**config.mk**
```make
export PLATFORM = sky130hd
export DESIGN_NAME = ad9945_serial_rx
export DESIGN_NICKNAME = d
export VERILOG_FILES = /design/src/rtl/ad9945_pkg.sv /design/src/rtl/ad9945_sync_edge.sv /design/src/rtl/ad9945_serial_rx.sv
export SDC_FILE = /design/constraint.sdc
export NUM_CORES = 1
export LEC_CHECK = 0
export CAP_MARGIN = 5
export CORE_ASPECT_RATIO = 1.1
export CORE_UTILIZATION = 35
export CTS_BUF_LIST = sky130_fd_sc_hd__clkbuf_8
export CTS_CLUSTER_SIZE = 40
export DETAILED_ROUTE_END_ITERATION = 16
export PLACE_DENSITY = 0.58
export SYNTH_ARGS = -nofsm -noshare
export SYNTH_HDL_FRONTEND = slang
export SYNTH_SLANG_ARGS = --single-unit
```
**constraint.sdc**
```tcl
create_clock -name sys_clk -period 3.3 [get_ports sys_clk]
set_clock_uncertainty 0.05 [all_clocks]
set_input_delay 0.66 -clock sys_clk [delete_from_list [all_inputs] [get_ports sys_clk]]
set_output_delay 0.66 -clock sys_clk [all_outputs]
set_load 0.01 [all_outputs]
```
**src/rtl/ad9945_pkg.sv**
```systemverilog
// ad9945_pkg
// Shared constants and types for the AD9945 serial configuration receiver:
// register addresses, shadow register widths, frame field widths and the
// receive FSM state encoding.
package ad9945_pkg;

  localparam logic [2:0] ADDR_OPER  = 3'd0;
  localparam logic [2:0] ADDR_CTRL  = 3'd1;
  localparam logic [2:0] ADDR_CLAMP = 3'd2;
  localparam logic [2:0] ADDR_VGA   = 3'd3;

  localparam int OPER_W  = 7;
  localparam int CTRL_W  = 7;
  localparam int CLAMP_W = 8;
  localparam int VGA_W   = 10;

  localparam int ADDR_BITS = 3;
  localparam int DATA_BITS = 12;

  typedef enum logic [1:0] {
    IDLE = 2'd0,
    ADDR = 2'd1,
    DATA = 2'd2,
    DONE = 2'd3
  } rx_state_t;

endpackage

```
**src/rtl/ad9945_sync_edge.sv**
```systemverilog
// ad9945_sync_edge
// Multi-flop synchronizer for one asynchronous pad input, with single-cycle
// rise/fall pulses derived from the synchronized level.
// Ports:
//   clk, rst : system clock, asynchronous active-high reset
//   d        : asynchronous pad input
//   q        : synchronized level
//   rise     : one-cycle pulse on a synchronized 0->1 transition
//   fall     : one-cycle pulse on a synchronized 1->0 transition
module ad9945_sync_edge #(
  parameter int STAGES = 2
) (
  input  logic clk,
  input  logic rst,
  input  logic d,
  output logic q,
  output logic rise,
  output logic fall
);

  logic [STAGES-1:0] sync;
  logic              prev;

  // Synchronizer chain plus one extra flop holding the previous level for
  // edge detection. Everything clears to 0 so a line already high at reset
  // release only looks like a rise, which an idle receiver ignores.
  always_ff @(posedge clk or posedge rst) begin
    if (rst) begin
      sync <= '0;
      prev <= 1'b0;
    end else begin
      sync <= {sync[STAGES-2:0], d};
      prev <= sync[STAGES-1];
    end
  end

  assign q    = sync[STAGES-1];
  assign rise = q & ~prev;
  assign fall = ~q & prev;

endmodule

```
**src/rtl/ad9945_serial_rx.sv**
```systemverilog
// ad9945_serial_rx
// Receiving end of the AD9945 3-wire serial port (SL/SCK/SDATA). Frames are
// a 3-bit address followed by 12-bit data words, LSB first, sampled on SCK
// rise while SL is low. Completed words update a shadow register set.
// Configuration macro: AD9945_RX_AUTOINC_EN
//   defined   : multi-word frames, address auto-increments after each word
//   undefined : one word per frame, later SCK edges ignored until SL rises
// Ports:
//   sys_clk, rst            : system clock, asynchronous active-high reset
//   SCK, SDATA, SL          : asynchronous serial pads (SL active low)
//   Oper, Ctrl, Clamp,
//   VGA_Gain                : shadow registers 0..3
//   wr_strobe/addr/data     : one-cycle pulse and payload per completed word
//   frame_err               : one-cycle pulse when SL rises mid-word
module ad9945_serial_rx
  import ad9945_pkg::*;
#(
  parameter int          SYNC_STAGES = 2,
  parameter logic [7:0]  CLAMP_RST   = 8'h80
) (
  input  logic               sys_clk,
  input  logic               rst,
  input  logic               SCK,
  input  logic               SDATA,
  input  logic               SL,
  output logic [OPER_W-1:0]  Oper,
  output logic [CTRL_W-1:0]  Ctrl,
  output logic [CLAMP_W-1:0] Clamp,
  output logic [VGA_W-1:0]   VGA_Gain,
  output logic               wr_strobe,
  output logic [2:0]         wr_addr,
  output logic [11:0]        wr_data,
  output logic               frame_err
);

  localparam logic [3:0] ADDR_LAST = 4'(ADDR_BITS - 1);
  localparam logic [3:0] DATA_LAST = 4'(DATA_BITS - 1);

  logic sck_rise, sck_unused_lvl, sck_unused_fall;
  logic sd_lvl, sd_unused_rise, sd_unused_fall;
  logic sl_lvl, sl_rise, sl_fall;

  ad9945_sync_edge #(.STAGES(SYNC_STAGES)) u_sync_sck (
    .clk(sys_clk), .rst(rst), .d(SCK),
    .q(sck_unused_lvl), .rise(sck_rise), .fall(sck_unused_fall)
  );

  ad9945_sync_edge #(.STAGES(SYNC_STAGES)) u_sync_sdata (
    .clk(sys_clk), .rst(rst), .d(SDATA),
    .q(sd_lvl), .rise(sd_unused_rise), .fall(sd_unused_fall)
  );

  ad9945_sync_edge #(.STAGES(SYNC_STAGES)) u_sync_sl (
    .clk(sys_clk), .rst(rst), .d(SL),
    .q(sl_lvl), .rise(sl_rise), .fall(sl_fall)
  );

  rx_state_t   state;
  logic [3:0]  cnt;
  logic [2:0]  addr;
  logic [11:0] word;
  logic        commit_pend;
  logic [2:0]  commit_addr;
  logic [11:0] commit_word;
  logic        err_pend;

  // Frame FSM. SL rise is checked before SCK so a coincident bit is dropped.
  // A finished word is handed to the output stage one cycle later through
  // commit_*, which keeps every output registered.
  always_ff @(posedge sys_clk or posedge rst) begin
    if (rst) begin
      state       <= IDLE;
      cnt         <= 4'd0;
      addr        <= 3'd0;
      word        <= 12'd0;
      commit_pend <= 1'b0;
      commit_addr <= 3'd0;
      commit_word <= 12'd0;
      err_pend    <= 1'b0;
    end else begin
      commit_pend <= 1'b0;
      err_pend    <= 1'b0;
      case (state)
        IDLE: begin
          if (sl_fall) begin
            state <= ADDR;
            cnt   <= 4'd0;
          end
        end
        ADDR: begin
          if (sl_rise) begin
            state    <= IDLE;
            err_pend <= (cnt != 4'd0);
            cnt      <= 4'd0;
          end else if (sck_rise && !sl_lvl) begin
            addr[cnt[1:0]] <= sd_lvl;
            if (cnt == ADDR_LAST) begin
              state <= DATA;
              cnt   <= 4'd0;
            end else begin
              cnt <= cnt + 4'd1;
            end
          end
        end
        DATA: begin
          if (sl_rise) begin
            state    <= IDLE;
            err_pend <= (cnt != 4'd0);
            cnt      <= 4'd0;
          end else if (sck_rise && !sl_lvl) begin
            word[cnt] <= sd_lvl;
            if (cnt == DATA_LAST) begin
              commit_pend <= 1'b1;
              commit_addr <= addr;
              commit_word <= {sd_lvl, word[10:0]};
              cnt         <= 4'd0;
`ifdef AD9945_RX_AUTOINC_EN
              addr        <= addr + 3'd1;
`else
              state       <= DONE;
`endif
            end else begin
              cnt <= cnt + 4'd1;
            end
          end
        end
        DONE: begin
          if (sl_rise) begin
            state <= IDLE;
            cnt   <= 4'd0;
          end
        end
      endcase
    end
  end

  // Output stage: strobe, payload and shadow register update land together.
  // Addresses 4-7 still strobe but touch no register.
  always_ff @(posedge sys_clk or posedge rst) begin
    if (rst) begin
      Oper      <= '0;
      Ctrl      <= '0;
      Clamp     <= CLAMP_RST;
      VGA_Gain  <= '0;
      wr_strobe <= 1'b0;
      wr_addr   <= 3'd0;
      wr_data   <= 12'd0;
      frame_err <= 1'b0;
    end else begin
      wr_strobe <= commit_pend;
      frame_err <= err_pend;
      if (commit_pend) begin
        wr_addr <= commit_addr;
        wr_data <= commit_word;
        case (commit_addr)
          ADDR_OPER:  Oper     <= commit_word[OPER_W-1:0];
          ADDR_CTRL:  Ctrl     <= commit_word[CTRL_W-1:0];
          ADDR_CLAMP: Clamp    <= commit_word[CLAMP_W-1:0];
          ADDR_VGA:   VGA_Gain <= commit_word[VGA_W-1:0];
          default: ;
        endcase
      end
    end
  end

endmodule

```
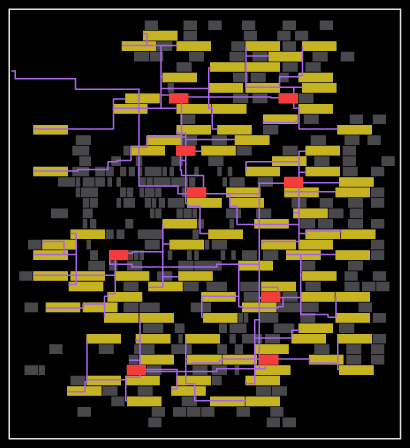
**Above:** run 1 (routed clock nets over the placement).
[clock-net drivers] red | count: 9
[flip-flops] yellow | count: 94
[clock wires] purple | length: 1140 um
routed clock nets: 10
proportion of power drawn by the clock network: 32.4%
clock latency on the worst-skew pair: 0.36 ns

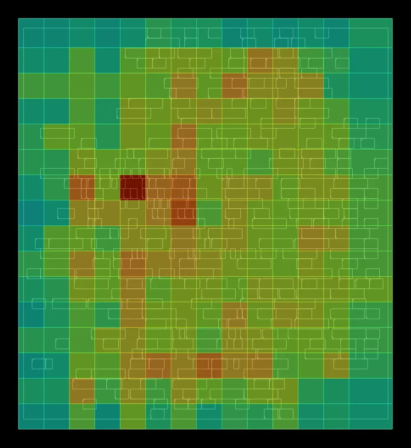
**Above:** run 1 (routing congestion).
layer with the highest usage: met2
Wirelength per Cell: 14.5 um
core utilization of the finished layout: 45.0%

==> notes.md, run 1 <==
Implementation results.

The flow ran to the end, and the final reports show no timing, DRC or antenna violations. The placement row count is 39. The netlist uses 32 different library cells.

The flow measured a signed area growth from synthesis to layout of 23.9%. The worst register-to-register path depth is 7. The total power divided by cell area is 500 mW/mm2. The first-pass GRT wire length is 11900 um. The stage-log warning count is 33.

The count of instantiated cells in the yosys netlist is 262. The fraction of layout instances using a drive strength above 1 is 31.8%. The transition time of the tightest slew-check pin is 0.698 ns.

The number of cells on the critical path is 7. TritonCTS built the clock tree. The commonest register cell after synthesis is dfrtp_1.

STA classifies the critical path endpoint as a flip-flop. The initial antenna violation count is 0. The number of remaining DRC errors is 0. The detailed placer reported the number of placed instances as 455. Of all flip-flops after synthesis, the portion carrying an async set or reset was 100%. The normalized max-slew margin is 53.3%. The total of fill cells in the finished design is 990. In this run the VDD rail shows a maximum IR drop of 0.244 mV. CTS built an H-tree with a depth of 3. The horizontal extent of the die is 101 um. The post-synth count of flops with an enable pin is 0.
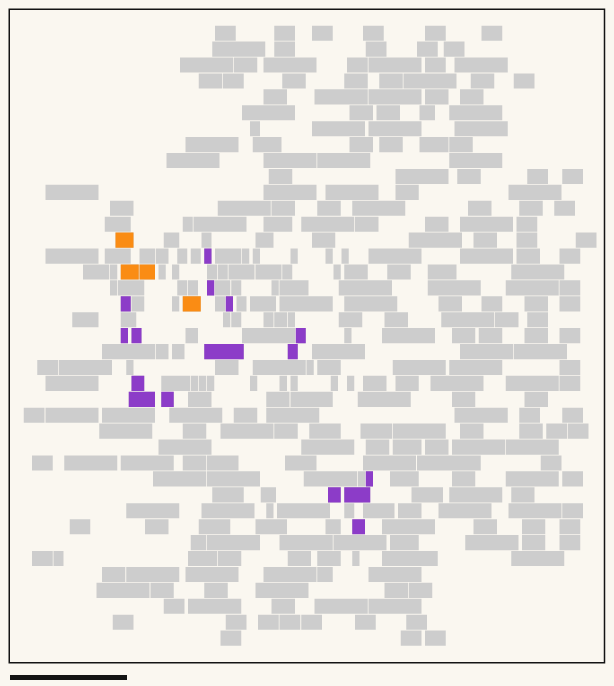
**Above:** run 1 (selected gate families).
The bar under the picture is 20 um long.
| family | color | cells |
|---|---|---|
| nor cells | purple | 16 |
| non-inverting ao/oa cells | orange | 4 |
combinational share of cell area: 29.2%
filler-free cell count of the finished design: 470
most common logic cell in the routed design: dfrtp_1

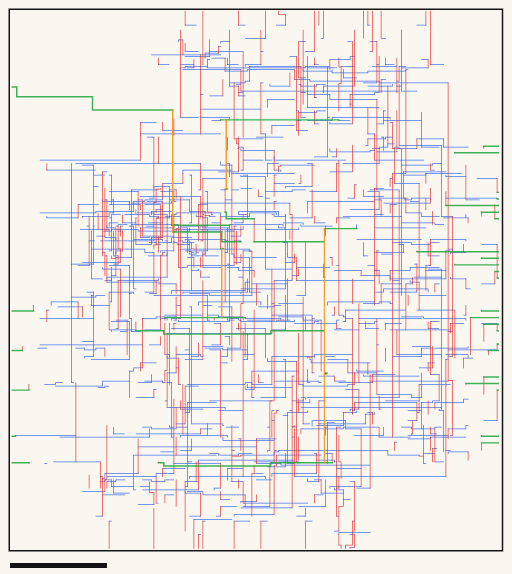
**Above:** run 1 (signal wires by layer).
The bar under the picture is 20 um long.
| layer | color | wire length |
|---|---|---|
| M3 | green | 317 um |
| M1 | blue | 3310 um |
| M4 | orange | 102 um |
| M2 | red | 3110 um |
Overall Global Routing Usage: 13.9%
wire length after detailed routing: 6840 um
vias after detailed routing: 2214

## run 1: how the worst min path moves through the flow
stage / from / endpoint / slack (ns)
6_report: u_sync_sdata.sync[0]$_DFF_PP0_ / u_sync_sdata.sync[1]$_DFF_PP0_ / 0.31
4_1_cts: u_sync_sdata.sync[0]$_DFF_PP0_ / u_sync_sdata.sync[1]$_DFF_PP0_ / 0.31
3_5_place_dp: u_sync_sck.sync[0]$_DFF_PP0_ / u_sync_sck.sync[1]$_DFF_PP0_ / 0.29
2_1_floorplan: err_pend$_DFF_PP0_ / frame_err$_DFF_PP0_ / 0.28
5_1_grt: u_sync_sdata.sync[0]$_DFF_PP0_ / u_sync_sdata.sync[1]$_DFF_PP0_ / 0.32
3_3_place_gp: u_sync_sck.sync[0]$_DFF_PP0_ / u_sync_sck.sync[1]$_DFF_PP0_ / 0.28
## run 1: per-layer routing
metal / vias to the layer above / GRT usage (%) / part of all wire (%)
li1: 1032 / - / -
met1: 1125 / 19.1 / 48
met2: 46 / 20.5 / 45
met3: 11 / 4.90 / 4.6
met4: 0 / 4.64 / 1.5
met5: - / 0 / 0
## run 1: worst register-to-register path, cell delays in order (launching register included)
cell	delay (ns)
dfrtp_1	0.41
inv_1	0.10
ha_1	0.28
nor2_1	0.20
o211ai_1	0.13
o22ai_1	0.40
and3_1	0.27
mux2_2	0.34
## run 1: synthesized netlist by cell type, types with 3 or more instances
cell	number	share of area, %
inv_1	11	1.1
nand3_1	10	1.3
mux2_2	68	20
dfrtp_1	93	61
buf_2	3	0.39
ha_1	9	3.0
nand2_1	18	1.8
nor3_1	4	0.53
nor2_1	5	0.49
nor2b_1	3	0.49
o21ai_0	3	0.39
mux2_4	9	3.5
## run 1: power breakdown
| group | total (W) | leakage [nW] | switching [W] | internal [W] |
|---|---|---|---|---|
| clock network | 0.000764 | 0.0948 | 0.000396 | 0.000368 |
| registers | 0.00124 | 1.28 | 0.0000394 | 0.00120 |
| logic | 0.000353 | 0.895 | 0.000213 | 0.000141 |
| total | 0.00236 | 2.27 | 0.000648 | 0.00171 |
## run 1: cells by family after synthesis
| group | count (synthesis) | share of synthesized area [%] |
|---|---|---|
| DFF | 94 | 61.8 |
| muxes | 77 | 23.7 |
| and+or+nand+nor | 51 | 7.26 |
| buffers and inverters | 18 | 2.07 |
| AOI/OAI and AO/OA | 13 | 2.27 |
| adders and majority gates | 9 | 2.96 |
## run 1: flip-flops by register name, indices dropped and copies added, names as in the netlist, 3 cells and up
name and cells:
Ctrl 7, commit_word 12, cnt 4, wr_data 12
word 11, wr_addr 3, Oper 7, Clamp 8
VGA_Gain 10, commit_addr 3, addr 3
## run 1: layout make-up
cell class,count,area share [%]
clock inverters,5,1.25
flip-flops and latches,94,49.9
well taps,143,3.79
inverters,11,0.901
clock buffers,10,2.92
multi-input cells,150,29.2
repair buffers,57,12.1
==> inputs of run 2 (changes only) <==
PLACE_DENSITY = 0.56   (was 0.58)
clock period = 2.3 ns   (was 3.3 ns; I/O delays follow)
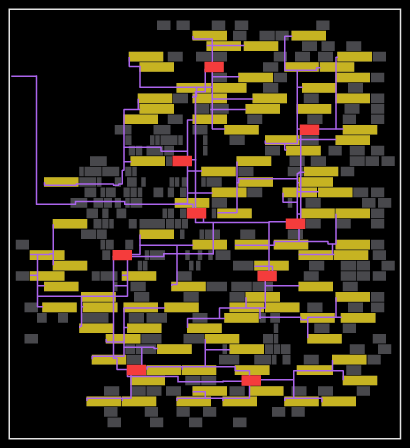
**Above:** run 2 (routed clock nets over the placement).
[clock-net drivers] red | count: 9
[clock wires] purple | length: 1130 um
[flip-flops] yellow | count: 94
routed clock nets: 10

==> notes.md, run 2 <==
Implementation results.

The run finished with clean final reports. The fraction of synthesis flops using an asynchronous set or reset pin is 100% (unchanged). The proportion of total power due to net switching is 27.5% (+0.071 points). The placement row count is 39 (unchanged).

The clock latency on the worst-skew pair was 0.36 ns (about the same). The most used standard cell by instance count after synthesis is dfrtp_1. The normalized max-slew margin was 54.2% (+0.90 points). The sequential cell fraction of total power was 54.1% (+1.5 points). The transition time of the tightest slew-check pin is 0.686 ns (-0.0123 ns). The first-pass GRT wire length is 11300 um (-5.2%). The post-route antenna net violation count is 0.

The number of unique standard cell types used by synthesis is 32 (unchanged). The clock power share is 30.1% (-2.3 points). The count of vias placed by the detailed router is 2203 (-0.50%).

The clock root buffer is clkbuf_8. The stage-log warning count is 33 (unchanged). The switching power summed over all nets was 0.000907 W (+40%). The number of flops mapped to enable cells by yosys is 0 (unchanged). TritonCTS built the clock tree.

The count of instantiated cells in the yosys netlist is 262 (unchanged). The final cell count without fillers is 473 (+0.64%). The proportion of power drawn by combinational gates came to 15.8% (+0.8 points). The worst setup path is captured at a flip-flop. The worst reg2reg path depth is 7 (unchanged). The die outline area is 0.0113 mm2. The initial antenna violation count is 0 (unchanged). The overall routed net length is 6700 um (-2.0%). The maximum resistive drop on vdd is 0.290 mV (+19%). The wire length per cell after detailed routing came to 14.2 um (-2.6%). The total power divided by cell area is 697 mW/mm2 (+40%). The overall track demand over capacity in global routing is 13.1% (-0.78 points). The internal power is 0.00239 W (+39%). The post-synthesis to final-layout area growth is 23.9% (unchanged). The commonest register cell after synthesis is dfrtp_1.

After synthesis, the cell types taking the most area are dfrtp_1, mux2_2, mux2_4. The worst hold path begins at u_sync_sck.sync[0]$_DFF_PP0_. The commonest cells after synthesis are dfrtp_1, mux2_2, nand2_1, inv_1, nand3_1. The most used logic cell in the final layout is dfrtp_1. In the final layout, the registers with the most flip-flops are commit_word (12), wr_data (12), word (11). The fraction of synthesized cell area taken by the top area cell type is 61.1% (unchanged).

The clock sink total is 94. The end point of the worst hold path is u_sync_sck.sync[1]$_DFF_PP0_. In this run the critical path is formed by inv_1 -> ha_1 -> nor2_1 -> o211ai_1 -> o22ai_1 -> and3_1 -> mux2_2. The fraction of layout instances using a drive strength above 1 is 31.8% (about the same). The number of remaining DRC errors is 0 (unchanged).
run 2: cell counts after synthesis:
No cell type changed its count.
run 2: worst max-delay path: cells and delay by family (launching register included):
kind | cells | cell delay (ns)
buffers and inverters | 1 | 0.09
flip-flops | 1 | 0.40
adder cells (fa/ha/maj) | 1 | 0.28
AND/OR/NAND/NOR | 2 | 0.43
multiplexers | 1 | 0.34
AND-OR/OR-AND | 2 | 0.34
run 2: worst max path at each step:
| stage | slack [ns] | cells past startpoint | to |
|---|---|---|---|
| 3_3_place_gp | 0.38 | 7 | state[1]$_DFFE_PP0P_ |
| 5_1_grt | 0.16 | 7 | state[1]$_DFFE_PP0P_ |
| 3_5_place_dp | 0.30 | 7 | state[1]$_DFFE_PP0P_ |
| 6_report | 0.27 | 7 | state[1]$_DFFE_PP0P_ |
| 2_1_floorplan | 0.32 | 7 | state[1]$_DFFE_PP0P_ |
| 4_1_cts | 0.29 | 7 | state[1]$_DFFE_PP0P_ |
run 2: per-stage QoR:
step	setup slack (ns)	util, %	instance area [um2]	hold WS, ns	power [W]
after floorplan	0.322	-	3810	0.281	0.00217
after global placement	0.383	43.3	4540	0.284	0.00232
after detailed placement	0.298	43.3	4540	0.287	0.00233
after CTS	0.290	45.0	4720	0.308	0.00334
after global routing	0.158	45.0	4720	0.319	0.00348
final	0.265	45.0	4720	0.304	0.00329
run 2: area by class of cell:
cell class              instances  area, um2
fillers                       955       5770
flip-flops and latches         94       2350
multi-input cells             150       1380
repair buffers                 59        588
well taps                     143        179
clock buffers                  11        151
inverters                      11       45.0
clock inverters                 5       27.5
run 2: cell families (layout without fill, tap and decap cells):
family	count (synthesis)	count (layout)	synth area share, %
adder cells (fa/ha/maj)	9	9	2.96
multiplexers	77	77	23.7
AND-OR/OR-AND	13	13	2.27
flip-flops	94	94	61.8
AND/OR/NAND/NOR	51	51	7.26
buffers and inverters	18	86	2.07
run 2: power by group through the flow:
stage               logic (W)  clock network (W)  registers, W
CTS                  0.000517            0.00104       0.00178
floorplan            0.000372                  0       0.00180
finish               0.000521           0.000992       0.00178
global placement     0.000510                  0       0.00181
detailed placement   0.000516                  0       0.00181
global route         0.000579            0.00110       0.00179
run 2: layer usage:
layer | global-route usage (%) | part of all wire, % | vias to the layer above
li1 | - | - | 1037
met1 | 16.9 | 47 | 1103
met2 | 20.3 | 47 | 54
met3 | 4.46 | 4.1 | 9
met4 | 5.02 | 1.4 | 0
met5 | 0 | 0 | -
Power and IR drop assume default switching activity.
